### config.mk
export PLATFORM = sky130hd
export DESIGN_NAME = shift_sequencer
export DESIGN_NICKNAME = d
export VERILOG_FILES = /design/src/rtl/shift_sequencer_pkg.sv /design/src/rtl/shift_sequencer_shift_step4.sv /design/src/rtl/shift_sequencer.sv
export SDC_FILE = /design/constraint.sdc
export NUM_CORES = 1
export LEC_CHECK = 0
export CAP_MARGIN = 20
export CORE_UTILIZATION = 25
export DETAILED_ROUTE_END_ITERATION = 8
export SYNTH_ARGS = -nofsm -noshare
export SYNTH_HDL_FRONTEND = slang
export SYNTH_HIERARCHICAL = 1
export SYNTH_SLANG_ARGS = --single-unit
export TNS_END_PERCENT = 1
### constraint.sdc
create_clock -name clk -period 4.2 [get_ports clk]
set_clock_uncertainty 0.1 [all_clocks]
set_input_delay 0.84 -clock clk [delete_from_list [all_inputs] [get_ports clk]]
set_output_delay 0.84 -clock clk [all_outputs]
set_load 0.01 [all_outputs]
### src/rtl/shift_sequencer_pkg.sv
// Shared definitions for the shift/rotate sequencer: op codes, FSM states,
// datapath widths and the per-cycle step limit of the shift unit.
package shift_sequencer_pkg;

   localparam int DATA_W   = 4;
   localparam int AMT_W    = 4;
   localparam int STEP_MAX = 3;
   localparam int STEP_W   = 2;

   typedef enum logic [1:0] {
      OP_SHL = 2'b00,
      OP_SHR = 2'b01,
      OP_ROL = 2'b10,
      OP_ROR = 2'b11
   } op_t;

   typedef enum logic [1:0] {
      ST_IDLE = 2'b00,
      ST_RUN  = 2'b01,
      ST_DONE = 2'b10
   } state_t;

   // Largest chunk the shift unit can take out of what is still left to shift.
   function automatic logic [STEP_W-1:0] clamp_step(input logic [AMT_W-1:0] remaining);
      if (remaining >= AMT_W'(STEP_MAX))
         return STEP_W'(STEP_MAX);
      else
         return remaining[STEP_W-1:0];
   endfunction

endpackage

### src/rtl/shift_sequencer_shift_step4.sv
// Single-cycle shift/rotate unit for 0..3 positions; also reports the last
// bit pushed out of the word (MSB side for left ops, LSB side for right ops).
module shift_step4
   import shift_sequencer_pkg::*;
(
   input  logic [DATA_W-1:0] data,
   input  logic [1:0]        op,
   input  logic [STEP_W-1:0] step,
   output logic [DATA_W-1:0] shifted,
   output logic              out_bit
);

   logic [2*DATA_W-1:0] left_wide;
   logic [2*DATA_W-1:0] right_wide;

   // The spill half of a double-width shift holds the bits leaving the word;
   // OR-ing it back gives the rotate, and its edge bit is the last one out.
   assign left_wide  = {{DATA_W{1'b0}}, data} << step;
   assign right_wide = {data, {DATA_W{1'b0}}} >> step;

   always_comb begin
      shifted = data;
      out_bit = 1'b0;
      case (op)
         OP_SHL: begin
            shifted = left_wide[DATA_W-1:0];
            out_bit = left_wide[DATA_W];
         end
         OP_SHR: begin
            shifted = right_wide[2*DATA_W-1:DATA_W];
            out_bit = right_wide[DATA_W-1];
         end
         OP_ROL: begin
            shifted = left_wide[DATA_W-1:0] | left_wide[2*DATA_W-1:DATA_W];
            out_bit = left_wide[DATA_W];
         end
         default: begin
            shifted = right_wide[2*DATA_W-1:DATA_W] | right_wide[DATA_W-1:0];
            out_bit = right_wide[DATA_W-1];
         end
      endcase
   end

endmodule

### src/rtl/shift_sequencer.sv
// Multi-cycle shift/rotate controller driving a 0..3 position shift unit.
// Define SHIFT_SEQUENCER_CARRY_EN to report the last bit shifted out on carry.
module shift_sequencer
   import shift_sequencer_pkg::*;
(
   input  logic              clk,
   input  logic              rst,
   input  logic              start,
   input  logic [1:0]        op,
   input  logic [DATA_W-1:0] operand,
   input  logic [AMT_W-1:0]  amount,
   input  logic              abort,
   output logic              ready,
   output logic              busy,
   output logic              done,
   output logic [DATA_W-1:0] result,
   output logic              carry
);

   state_t              state;
   state_t              state_next;
   logic [1:0]          op_q;
   logic [DATA_W-1:0]   data_q;
   logic [DATA_W-1:0]   result_q;
   logic [AMT_W-1:0]    remaining;
   logic [STEP_W-1:0]   step;
   logic [DATA_W-1:0]   step_data;
   logic                accept;
   logic                last_step;
`ifdef SHIFT_SEQUENCER_CARRY_EN
   logic                step_out;
   logic                last_out;
   logic                carry_q;
`else
   logic                unused_step_out;
`endif

   assign accept    = start && !abort;
   assign step      = clamp_step(remaining);
   assign last_step = (remaining == AMT_W'(step));

   shift_step4 u_step (
      .data    (data_q),
      .op      (op_q),
      .step    (step),
      .shifted (step_data),
`ifdef SHIFT_SEQUENCER_CARRY_EN
      .out_bit (step_out)
`else
      .out_bit (unused_step_out)
`endif
   );

   always_ff @(posedge clk) begin
      if (rst)
         state <= ST_IDLE;
      else
         state <= state_next;
   end

   // Abort only cancels work still in RUN; a finished result always gets its done pulse.
   always_comb begin
      state_next = state;
      case (state)
         ST_IDLE: begin
            if (accept)
               state_next = (amount != '0) ? ST_RUN : ST_DONE;
         end
         ST_RUN: begin
            if (abort)
               state_next = ST_IDLE;
            else if (last_step)
               state_next = ST_DONE;
         end
         ST_DONE: state_next = ST_IDLE;
         default: state_next = ST_IDLE;
      endcase
   end

   always_ff @(posedge clk) begin
      if (rst) begin
         op_q      <= '0;
         data_q    <= '0;
         remaining <= '0;
         result_q  <= '0;
`ifdef SHIFT_SEQUENCER_CARRY_EN
         last_out  <= 1'b0;
         carry_q   <= 1'b0;
`endif
      end else begin
         case (state)
            ST_IDLE: begin
               if (accept) begin
                  op_q      <= op;
                  data_q    <= operand;
                  remaining <= amount;
`ifdef SHIFT_SEQUENCER_CARRY_EN
                  last_out  <= 1'b0;
`endif
               end
            end
            ST_RUN: begin
               data_q    <= step_data;
               remaining <= remaining - AMT_W'(step);
`ifdef SHIFT_SEQUENCER_CARRY_EN
               last_out  <= step_out;
`endif
            end
            ST_DONE: begin
               result_q <= data_q;
`ifdef SHIFT_SEQUENCER_CARRY_EN
               carry_q  <= last_out;
`endif
            end
            default: begin
            end
         endcase
      end
   end

   // In DONE the fresh value is shown directly; afterwards the held copy takes over.
   always_comb begin
      ready  = (state == ST_IDLE);
      busy   = (state == ST_RUN);
      done   = (state == ST_DONE);
      result = (state == ST_DONE) ? data_q : result_q;
`ifdef SHIFT_SEQUENCER_CARRY_EN
      carry  = (state == ST_DONE) ? last_out : carry_q;
`else
      carry  = 1'b0;
`endif
   end

endmodule

==> run_1/m1.png <==
Bar = 20 µm.
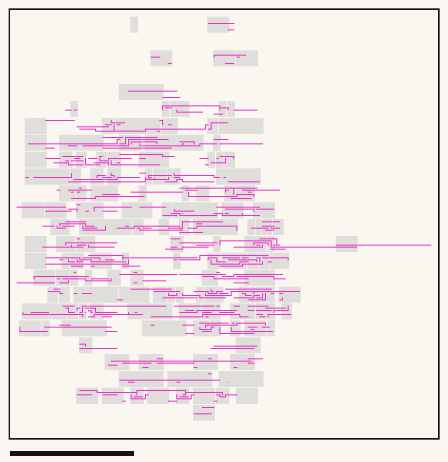
share of all routed wire: 50%
longest straight run: 22.5 µm
nets with wire on the layer: 136
main direction: horizontal

==> run_1/m2.png <==
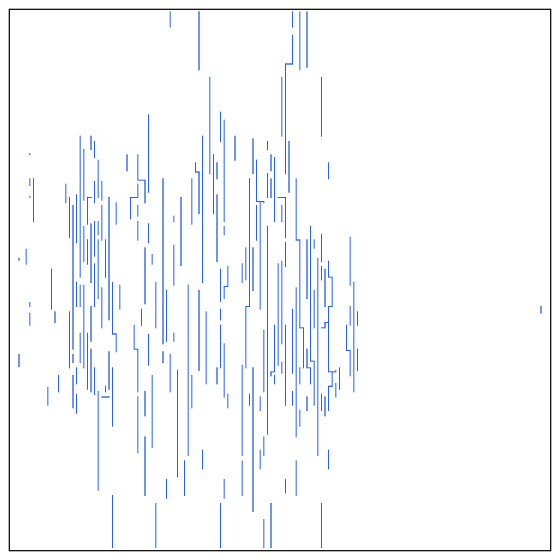
longest straight run: 26.5 µm
nets with wire on the layer: 129
main direction: vertical

==> results.cfg, run 1 <==
; generated from flow reports
[final_layout]
fin_util_pct = 30.7
inverters = 5
fin_area_mm2 = 0.00133
nets = 158
comb_area_share_pct = 51.3
sh_seq_area_pct = 24.2
layout_top_cells = clkdlybuf4s50_1 (20), dfxtp_1 (16), nor2_1 (12)
lay_top_count = clkdlybuf4s50_1
nMultiInputCombCells = 97
num_antenna_cells = 0
clock_area_share_pct = 3.11
layout.nonclk_buf_share_pct = 15.1
clkbuf_count = 3
reg.largest.list = data_q: 4 flops, remaining: 4 flops, result_q: 4 flops

[final_timing]
rsz0062_at_grt = no
holdWs_ns = 0.407
final_max_slew_viol_count = 0
fin_ws_ns = 1.37
finalCritPeriodShare_pct = 67.4
finalHoldViolCount = 0
fin_crit_ns = 2.83

[floorplanning]
die_y_um = 69
fp-utilization_pct = 26.0
core_area_mm2 = 0.00432
taps = 52

[synth]
netlist_instances = 127
synth_area_mm2 = 0.00112
syn-num-nets = 142
ys_warn_count = 6
avgSynthCellArea_um2 = 8.84

[run]
cap_violations = 0

[worst_setup_path]
r2r_end = data_q[0]
crit_path_start = state[0]
crit_type = reg -> out
r2r-start = remaining[2]
critPathCaptureType = primary output
cp_num_cells = 3
cp_data_required_time_ns = 3.26
crit_path_top_delay_cell = clkdlybuf4s50_1
rrSetupSlack_ns = 2.16
crit_family = buffers and inverters

[place]
portBuffers = 20
finalWeightedCongestion = 0.763
dp_hpwl_um = 1730
place_inst = 190
dp_worst_setup_slack_ns = 1.60

[power_and_ir_drop]
pwr-share-comb_pct = 28.7
ir_worst_vdd_v = 0.000214
p_per_area_mw_per_mm2 = 305
seq-power_uw = 179
switching_power_uw = 121
pg_clk_uw = 109
p_leak_nw = 0.466
switching_share_pct = 30.0
power_uw = 405
p_int_uw = 283

[routing]
vias_per_cell = 4.85
antenna_left = 0
firstDrtPassIters = 4
wl_met2_um = 1100
drtIter0Drc = 20
wirelength_um = 2320
topRoutingLayerUsed = met4
drt-met1-wl_um = 1160
vias = 936

[cts]
clock_sinks = 16
h-tree-depth = 1
root_buffer = clkbuf_8
cts_buffers = 3
clk_latency_ns = 0.24
clock_path_buffers = 2
postCtsHoldBufs = 0

[grt]
use_met3_pct = 1.32
gr-usage-all-layers_pct = 10.0
grt_overflow = 0
met2_usage_pct = 15.9
grt_pass1_wl_um = 4000
grt_pass1_vias = 872
antenna_found_initial = 0
grt_max_degree = 17
met1_usage_pct = 13.6

[worst_hold_path]
hold_class = reg -> reg
holdCritStartpoint = remaining[1]
hold_end = remaining[1]

[run_status]
status = finished clean
==> run_1/m3.png <==
Bar = 20 µm.
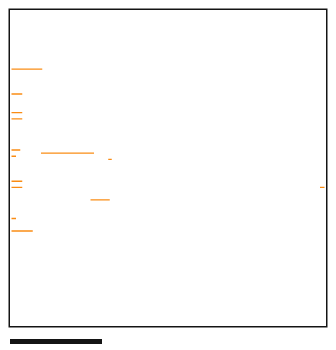
share of all routed wire: 1.7%
main direction: horizontal
nets with wire on the layer: 12

==> run_1/clock_nets.png <==
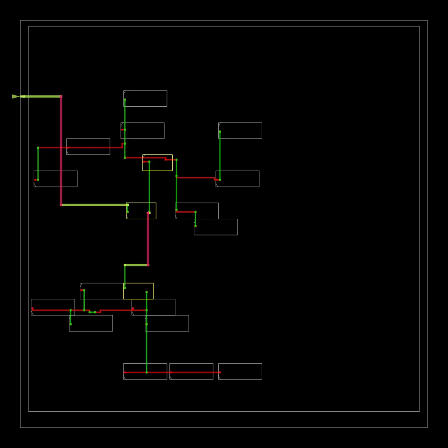

## Run 2: what changed since run 1
==> constraint.sdc (replaced) <==
create_clock -name clk -period 2.7 [get_ports clk]
set_clock_uncertainty 0.1 [all_clocks]
set_input_delay 0.54 -clock clk [delete_from_list [all_inputs] [get_ports clk]]
set_output_delay 0.54 -clock clk [all_outputs]
set_load 0.01 [all_outputs]
==> run_2/clock_nets.png <==
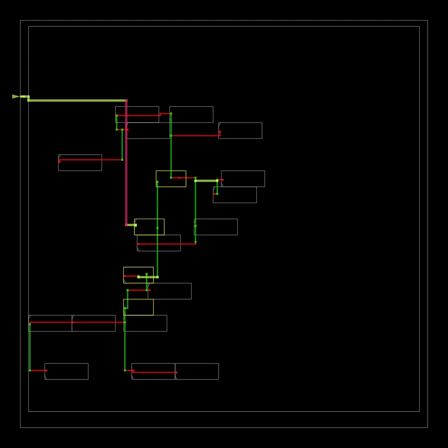
# clk buffers: 4
Num CTS Buffers: 3
Seq cells: 16
# clock sinks: 16
worst skew pair latency: 0.24 ns

==> run_2/m3.png <==
Bar = 20 µm.
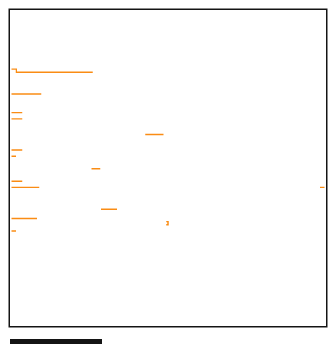
wire length on this layer: 55.4 µm
share of all routed wire: 2.2%

==> run 2 against run 1 <==
  * Count of clock-buffer cells in the layout rose by 1
  * Combinational power rose by 59%
  * Non-clock buffer count rose by 1
  * Sequential cell count did not move
  * Via count rose by 3.8%
  * Register-to-register slack got worse by 1.5 ns
  * Global-route usage barely moved
  * Design area rose by 1.6%
  * Clock power rose by 89%
  * Critical endpoint is now result[3]
==> results.cfg, run 2 <==
; generated from flow reports
[final_layout]
layout.nonclk_buf_share_pct = 15.4
inverters = 5
nets = 159
reg.largest.list = data_q: 4 flops, remaining: 4 flops, result_q: 4 flops
nMultiInputCombCells = 97
comb_area_share_pct = 50.5
layout_top_cells = clkdlybuf4s50_1 (20), dfxtp_1 (16), nor2_1 (12)
lay_top_count = clkdlybuf4s50_1
num_antenna_cells = 0
fin_area_mm2 = 0.00135
sh_seq_area_pct = 23.8

[grt]
use_met3_pct = 1.32
grt_pass1_vias = 819
met1_usage_pct = 14.3
grt_pass1_wl_um = 3930
met2_usage_pct = 14.7
grt_max_degree = 17
gr-usage-all-layers_pct = 10.0
antenna_found_initial = 0
grt_overflow = 0

[place]
portBuffers = 20
finalWeightedCongestion = 0.762
dp_hpwl_um = 1730

[power_and_ir_drop]
seq-power_uw = 280
p_leak_nw = 0.478
pwr-share-comb_pct = 27.6
p_per_area_mw_per_mm2 = 498
power_uw = 671
pg_clk_uw = 206
p_int_uw = 473
ir_worst_vdd_v = 0.000214
switching_power_uw = 198

[cts]
h-tree-depth = 1
clock_path_buffers = 2
root_buffer = clkbuf_8
postCtsHoldBufs = 0

[routing]
firstDrtPassIters = 6
wirelength_um = 2500
vias = 972
topRoutingLayerUsed = met4
vias_per_cell = 4.98
antenna_left = 0
wl_met2_um = 1130
drt-met1-wl_um = 1290

[worst_hold_path]
hold_end = remaining[1]
hold_class = reg -> reg
holdCritStartpoint = remaining[1]

[floorplanning]
core_area_mm2 = 0.00432
taps = 52
fp-utilization_pct = 26.0

[final_timing]
holdWs_ns = 0.397
rsz0062_at_grt = no
finalCritPeriodShare_pct = 93.5
finalHoldViolCount = 0
fin_ws_ns = 0.176
fin_crit_ns = 2.52

[worst_setup_path]
r2r_end = data_q[0]
critPathCaptureType = primary output
cp_data_required_time_ns = 2.06
crit_path_top_delay_cell = dfxtp_1
crit_path_start = state[0]
rrSetupSlack_ns = 0.62
r2r-start = remaining[2]
cp_num_cells = 3

[synth]
synth_area_mm2 = 0.00112
avgSynthCellArea_um2 = 8.84
syn-num-nets = 142

[run_status]
status = finished clean

[run]
cap_violations = 0
Power figures rest on the tool's default switching activity, not on a simulated workload.
